## src/rtl/coin_credit_accumulator.sv

```systemverilog
// coin_credit_accumulator
// Credit front end for the vending machine. Debounced coin presses build a
// saturating credit, and vend/refund requests get one-cycle result pulses.
// Optional idle-timeout auto-refund is compiled in when COIN_AUTO_REFUND_EN
// is defined. Without it, credit is held indefinitely and refund_auto stays 0.
module coin_credit_accumulator #(
  parameter int MAX_CREDIT     = 15,
  parameter int TIMEOUT_CYCLES = 50_000_000
) (
  input  logic       clk,
  input  logic       reset,
  input  logic       coin_btn,
  input  logic [3:0] coin_value,
  input  logic       vend_req,
  input  logic [3:0] price,
  input  logic       refund_req,
  output logic [3:0] credit,
  output logic       vend_ok,
  output logic       vend_deny,
  output logic       coin_reject,
  output logic       refund_valid,
  output logic [3:0] refund_amount,
  output logic       refund_auto
);

  typedef enum logic [1:0] {ST_IDLE, ST_CREDIT, ST_REFUND} state_t;

  localparam logic [4:0] MAX_SUM = 5'(MAX_CREDIT);

  state_t     state, state_nx;
  logic       coin_q;
  logic       coin_edge;
  logic       pend_valid, pend_valid_nx;
  logic [3:0] pend_value, pend_value_nx;
  logic [4:0] coin_sum;
  logic [3:0] credit_nx;
  logic [3:0] refund_amount_nx;
  logic       vend_ok_nx, vend_deny_nx, coin_reject_nx;
  logic       refund_valid_nx, refund_auto_nx;
  logic       clear_timer;
  logic       timeout_hit;

  assign coin_edge = coin_btn & ~coin_q;
  assign coin_sum  = {1'b0, credit} + {1'b0, pend_value};

`ifdef COIN_AUTO_REFUND_EN
  localparam int CNT_W = (TIMEOUT_CYCLES > 2) ? $clog2(TIMEOUT_CYCLES) : 1;
  localparam logic [CNT_W-1:0] CNT_LAST = CNT_W'(TIMEOUT_CYCLES - 1);

  logic [CNT_W-1:0] idle_timer;

  assign timeout_hit = (state == ST_CREDIT) && (idle_timer == CNT_LAST);

  // Idle timer: restarts on any credit activity or outside CREDIT, else counts
  always_ff @(posedge clk) begin
    if (reset) begin
      idle_timer <= '0;
    end else if (clear_timer || state != ST_CREDIT || state_nx != ST_CREDIT) begin
      idle_timer <= '0;
    end else begin
      idle_timer <= idle_timer + 1'b1;
    end
  end
`else
  logic unused_timeout;

  assign timeout_hit    = 1'b0;
  assign unused_timeout = clear_timer ^ (TIMEOUT_CYCLES > 0);
`endif

  // Arbitrate refund > vend > pending coin, then handle a new coin edge
  always_comb begin
    state_nx         = (state == ST_REFUND) ? ST_IDLE : state;
    credit_nx        = credit;
    pend_valid_nx    = pend_valid;
    pend_value_nx    = pend_value;
    refund_amount_nx = refund_amount;
    vend_ok_nx       = 1'b0;
    vend_deny_nx     = 1'b0;
    coin_reject_nx   = 1'b0;
    refund_valid_nx  = 1'b0;
    refund_auto_nx   = 1'b0;
    clear_timer      = 1'b0;

    if (state == ST_CREDIT && (refund_req || timeout_hit)) begin
      refund_valid_nx  = 1'b1;
      refund_amount_nx = credit;
      refund_auto_nx   = timeout_hit & ~refund_req;
      credit_nx        = 4'd0;
      state_nx         = ST_REFUND;
    end else if (vend_req) begin
      clear_timer = 1'b1;
      if (price <= credit) begin
        vend_ok_nx = 1'b1;
        credit_nx  = credit - price;
        if (price == credit) begin
          state_nx = ST_IDLE;
        end
      end else begin
        vend_deny_nx = 1'b1;
      end
    end else if (pend_valid) begin
      pend_valid_nx = 1'b0;
      if (coin_sum <= MAX_SUM) begin
        credit_nx   = coin_sum[3:0];
        state_nx    = ST_CREDIT;
        clear_timer = 1'b1;
      end else begin
        coin_reject_nx = 1'b1;
      end
    end

    if (coin_edge && coin_value != 4'd0) begin
      if (pend_valid) begin
        coin_reject_nx = 1'b1;
      end else begin
        pend_valid_nx = 1'b1;
        pend_value_nx = coin_value;
      end
    end
  end

  // State, credit, pending slot and registered result pulses
  always_ff @(posedge clk) begin
    if (reset) begin
      state         <= ST_IDLE;
      coin_q        <= 1'b0;
      pend_valid    <= 1'b0;
      pend_value    <= 4'd0;
      credit        <= 4'd0;
      vend_ok       <= 1'b0;
      vend_deny     <= 1'b0;
      coin_reject   <= 1'b0;
      refund_valid  <= 1'b0;
      refund_amount <= 4'd0;
      refund_auto   <= 1'b0;
    end else begin
      state         <= state_nx;
      coin_q        <= coin_btn;
      pend_valid    <= pend_valid_nx;
      pend_value    <= pend_value_nx;
      credit        <= credit_nx;
      vend_ok       <= vend_ok_nx;
      vend_deny     <= vend_deny_nx;
      coin_reject   <= coin_reject_nx;
      refund_valid  <= refund_valid_nx;
      refund_amount <= refund_amount_nx;
      refund_auto   <= refund_auto_nx;
    end
  end

endmodule

```

## config.mk

```make
export PLATFORM = sky130hd
export DESIGN_NAME = coin_credit_accumulator
export DESIGN_NICKNAME = d
export VERILOG_FILES = /design/src/rtl/coin_credit_accumulator.sv
export SDC_FILE = /design/constraint.sdc
export NUM_CORES = 1
export LEC_CHECK = 0
export ABC_AREA = 1
export CORE_MARGIN = 2
export CORE_UTILIZATION = 44
export CTS_CLUSTER_SIZE = 14
export DETAILED_ROUTE_END_ITERATION = 8
export GPL_TIMING_DRIVEN = 0
export PLACE_DENSITY = 0.8
export SETUP_SLACK_MARGIN = 0.05
export SYNTH_ARGS = -nofsm -noshare
export SYNTH_HDL_FRONTEND = slang
export SYNTH_SLANG_ARGS = --single-unit
```

## constraint.sdc

```tcl
create_clock -name clk -period 1.6 [get_ports clk]
set_input_delay 0.24 -clock clk [delete_from_list [all_inputs] [get_ports clk]]
set_output_delay 0.24 -clock clk [all_outputs]
set_load 0.02 [all_outputs]
```

### Where the registers sit

Other sequential cells in the stronger grey, the rest of the logic in the fainter grey.
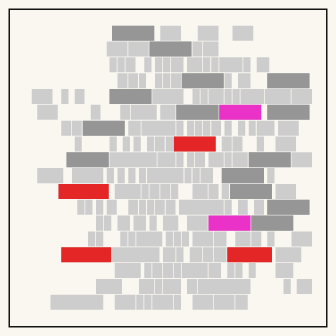
- magenta: `state` (flops 2)
- red: `credit` (flops 4)
- not coloured: 14
end-of-flow core utilization: 0.644
area taken by flip-flops and latches: 409 µm²
sequential share of cell area: 0.261
Sequential Power: 0.591 mW

### Floorplan with the power grid

Scale bar: 20 µm. Pins as bars on the die edge. Tap cells in grey.
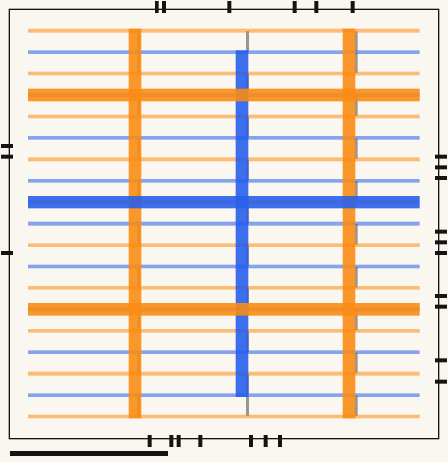
- orange: VSS
- blue: VDD
- met4 straps: 3
- met5 straps: 3
- rows: 18
- met1 rails: 19
- tap cells: 30
Max VDD drop: 576 µV
area of the core: 2430 µm²
Die Width: 54.3 µm
height of the chip: 54.3 µm

==> notes.md <==
Results of the full flow below.

Setup path:
- The run gives the cell with the most instances on the worst path as nand3_2.
- Counting both buffers and inverters, the worst setup path holds a total of 3.
- The run gives the reg-to-reg startpoint as credit[0].
- The run gives the endpoint type of the worst setup path as a register.
- Looking at the critical path, the single cell with the biggest stage delay is dfxtp_4.
- The arrival time of data at the worst endpoint is listed as 1.93 ns.
- According to the timing report, the critical path is launched from credit[0].
- The setup path with the least slack is of type register to register.

Global route:
- Entering global routing, the biggest net connects 12 pins.
- Per the GRT congestion report, total overflow comes to 0.
- The run puts the number of antenna violations at the first check in global routing at 0.

Floorplanning:
- The run puts the number of core rows at 18.
- The run puts the number of tap cells added at floorplan at 30.
- According to the I/O placement log, the pin count is 26.
- The chip occupies 2950 µm².
- In the floorplan report the effective utilization is 0.458.

Route:
- The run puts the final wirelength at 2810 µm.
- The routed layout has 1106 vias.
- The run gives the residual DRC count as 0.
- Per the log, the first TritonRoute iteration ended with a DRC count of 25.
- The run puts the first-pass iteration count of the detailed router at 4.
- The run gives the final antenna-violating net count as 0.
- The run puts the detailed-route vias per instance at 5.07.
- The run puts the routed length per placed instance at 12.9 µm.

Final timing:
- The run gives the worst path setup slack after routing as -0.0731 ns.
- The run puts the final critical delay including setup and external delays at 1.67 ns.
- Setup repair after global routing could not meet its margin everywhere.
- The run puts the accumulated negative setup slack at -0.258 ns.
- Post-route period utilization is reported as 1.05.
- The run puts the highest clock rate at 598 MHz.
- The run puts the setup skew after layout at 0.00656 ns.
- The run gives the final-report hold violation count as 0.
- The run puts the final number of setup-violating endpoints at 6.

Synthesis:
- The run puts the mapped cell area at 1110 µm².
- The run puts the area fraction in xor and xnor cells at 0.
- Synthesis produced a netlist with a net count of 177.
- The run gives the synthesis-stage register bit count as 20.
- Measured against the total synthesized area, the mux share comes to 0.
- The run puts the count of instantiated cells in the yosys netlist at 154.
- The synthesis report names the predominant flop master as dfxtp_1.
- The run gives the sequential share of the synthesized area as 0.360.
- In this run, the synthesized area fraction spent on adder and majority cells is recorded as 0.126.
- The run gives the synthesized area per cell as 7.23 µm².
- The run gives the fraction of the mapped netlist area in simple logic gates as 0.289.
- Of the post-synthesis cell area, the dominant cell type holds 0.360.
- The run puts the synthesis warning total at 0.
- The run puts the gate count after technology mapping at 154.
- The run gives the post-synth tally of flip-flops with integrated enable as 0.
- Synthesis instantiated 25 different standard cells from the library.
- For reference, the top cells by count after synthesis are nand2_1, inv_1, dfxtp_1.
- The run gives the async set or reset register ratio after synthesis as 0.
- By area the synthesized netlist is led by dfxtp_1, nand2_1, ha_1.

Final layout:
- The fraction of final cell area spent on non-clock buffers in this run is 0.193.
- The run gives the antenna cell count as 0.
- In the final layout, the share of cells above drive strength 1 is 0.234.
- The run gives the net count reported at finish as 212.
- The run puts the count of non-filler cells in the finished layout at 218.
- The fraction of cell area in multi-input combinational cells is reported as 0.436.
- Relative to the synthesized area, the layout overhead comes to 40.7%.
- Leaving out buffers and inverters, the combinational logic in the layout accounts for 683 µm².
- The run gives the total of plain and repair buffers excluding clock buffers as 31.
- The run gives the filler cell count in the final layout as 197.
- The run puts the number of logic inverters in the finished layout at 28.
- Looking at the area split, the leading class of cells is combinational gates.
- After routing the design area is 1570 µm².
- Sequential cells placed in the final layout were counted as 20.
- The layout has 4 clock buffers.

Hold path:
- The min-delay analysis places its worst path in the category register to register.

Clocking:
- Per the CTS log, the maximum H-tree level is 1.
- In this run, CTS created clock tree buffers numbering 3.
- The clock passes through at most 2 buffers.
- Looking at the clock tree report, the root buffer type is clkbuf_4.
- The run gives the sink count of the clock tree as 20.
- The run gives the latest clock arrival within the worst-skew pair as 0.32 ns.
- After clock tree synthesis, the setup repair step added 4 buffers.
- The run gives the TritonCTS clock tree as yes.
- The run gives the clock-pin slew on the worst setup and hold paths as 0.12 ns.

Pwr:
- Power comes to 1.45 mW.
- The run gives the share of total power in the clock network as 0.180.
- The run gives the internal power of the cells as 0.902 mW.
- The run gives the part of the total power dissipated in combinational logic as 0.412.
- The run puts the share of total power in sequential cells at 0.407.
- For this design the static power due to leakage is 0.773 nW.
- The net switching power in the latest report is 0.549 mW.
- The run puts the areal power density over the cells at 927 nW/µm².

Placed design:
- The run puts the total placed cells including tap cells at 208.
- At the placement stage, the worst setup path has a slack of -0.317 ns.
- The run gives the routability-driven placement congestion ratio as 0.814.
- The wire-length estimate of the detail-placed layout is 1930 µm.
- The run puts the quantity of I/O buffers inserted on ports at 24.

Run status:
- The flow ran to the end, but the final reports show violations.
- The final reports fail on setup timing.

Run:
- The run gives the OpenROAD warning count as 29.
### Layout detail

Window x 28 to 53, y 1 to 26 µm. Cells in grey, sequential cells in the stronger grey; small squares are vias.
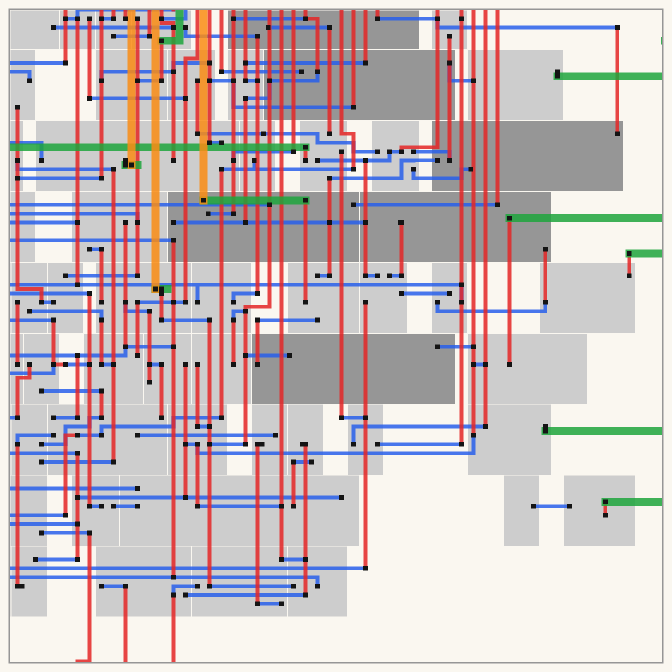
- blue: met1
- orange: met4
- red: met2
- green: met3
- sequential cells in the window: 6
- cells with their middle in the window: 48
- most frequent: nand2_1 (7), dfxtp_1 (5)
- netlist names of flops here include: `refund_amount` (3)

### Track usage over the die

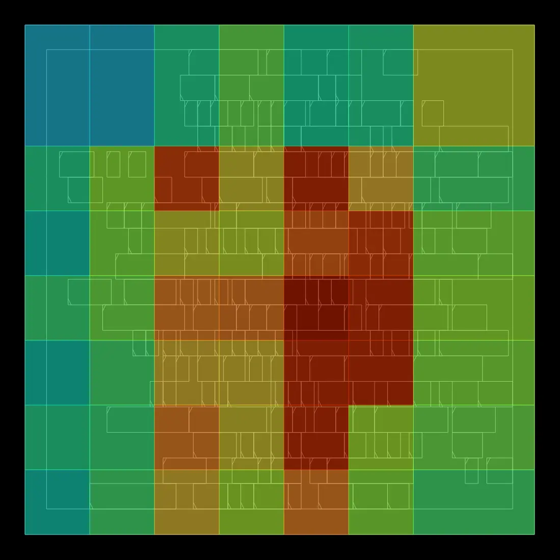
global-route usage over all layers: 0.208
global-route met1 utilization: 0.209

==> state kept, by name, summed over array words and instances (netlist names) <==
register and cells:
coin_q 1, coin_reject 1, vend_ok 1, vend_deny 1
credit 4, refund_valid 1, pend_value 4, state 2
pend_valid 1, refund_amount 4
==> cells by family (layout without fill, tap and decap cells) <==
kind of cell / count (synthesis) / in the layout
other: 1 / 1
AND-OR/OR-AND: 25 / 25
buffers and inverters: 29 / 63
adder cells (fa/ha/maj): 10 / 10
AND/OR/NAND/NOR: 69 / 69
flip-flops: 20 / 20
==> layout by cell type, fill, tap and decap left out, drive strengths merged <==
cell,Yosys,layout
a211oi,1,1
a21oi,12,12
a22o,1,1
buf,1,7
clkbuf,0,4
clkdlybuf4s50,0,17
conb,1,1
dfxtp,20,20
dlygate4sd2,0,2
dlymetal6s2s,0,5
fa,2,2
ha,8,8
inv,28,28
nand2,33,33
nand3,10,10
nand4,2,2
nor2,22,22
nor3,1,1
o21ai,11,11
or2,1,1
==> power by group through the flow <==
stage	Combinational [mW]	Sequential, mW	Clock, mW
2_1_floorplan	0.305	0.621	0
3_3_place_gp	0.474	0.596	0
3_5_place_dp	0.493	0.596	0
4_1_cts	0.549	0.588	0.258
5_1_grt	0.657	0.596	0.283
6_report	0.598	0.591	0.262
==> worst paths after layout <==
| check | to | slack, ns | depth (start not counted) |
|---|---|---|---|
| hold reg to reg | pend_value[3] | 0.46 | 2 |
| setup / recovery | credit[3] | -0.07 | 11 |
| setup reg to reg | credit[3] | -0.07 | 11 |
| hold / removal | pend_value[3] | 0.46 | 2 |
==> layer usage <==
layer	global-route usage	vias up	wire [µm]
li1	-	552	-
met1	0.209	511	1160
met2	0.386	34	1470
met3	0.0464	9	113
met4	0.121	0	74
met5	0	-	0
No activity file was given, so power comes from the tool's default toggle rates.
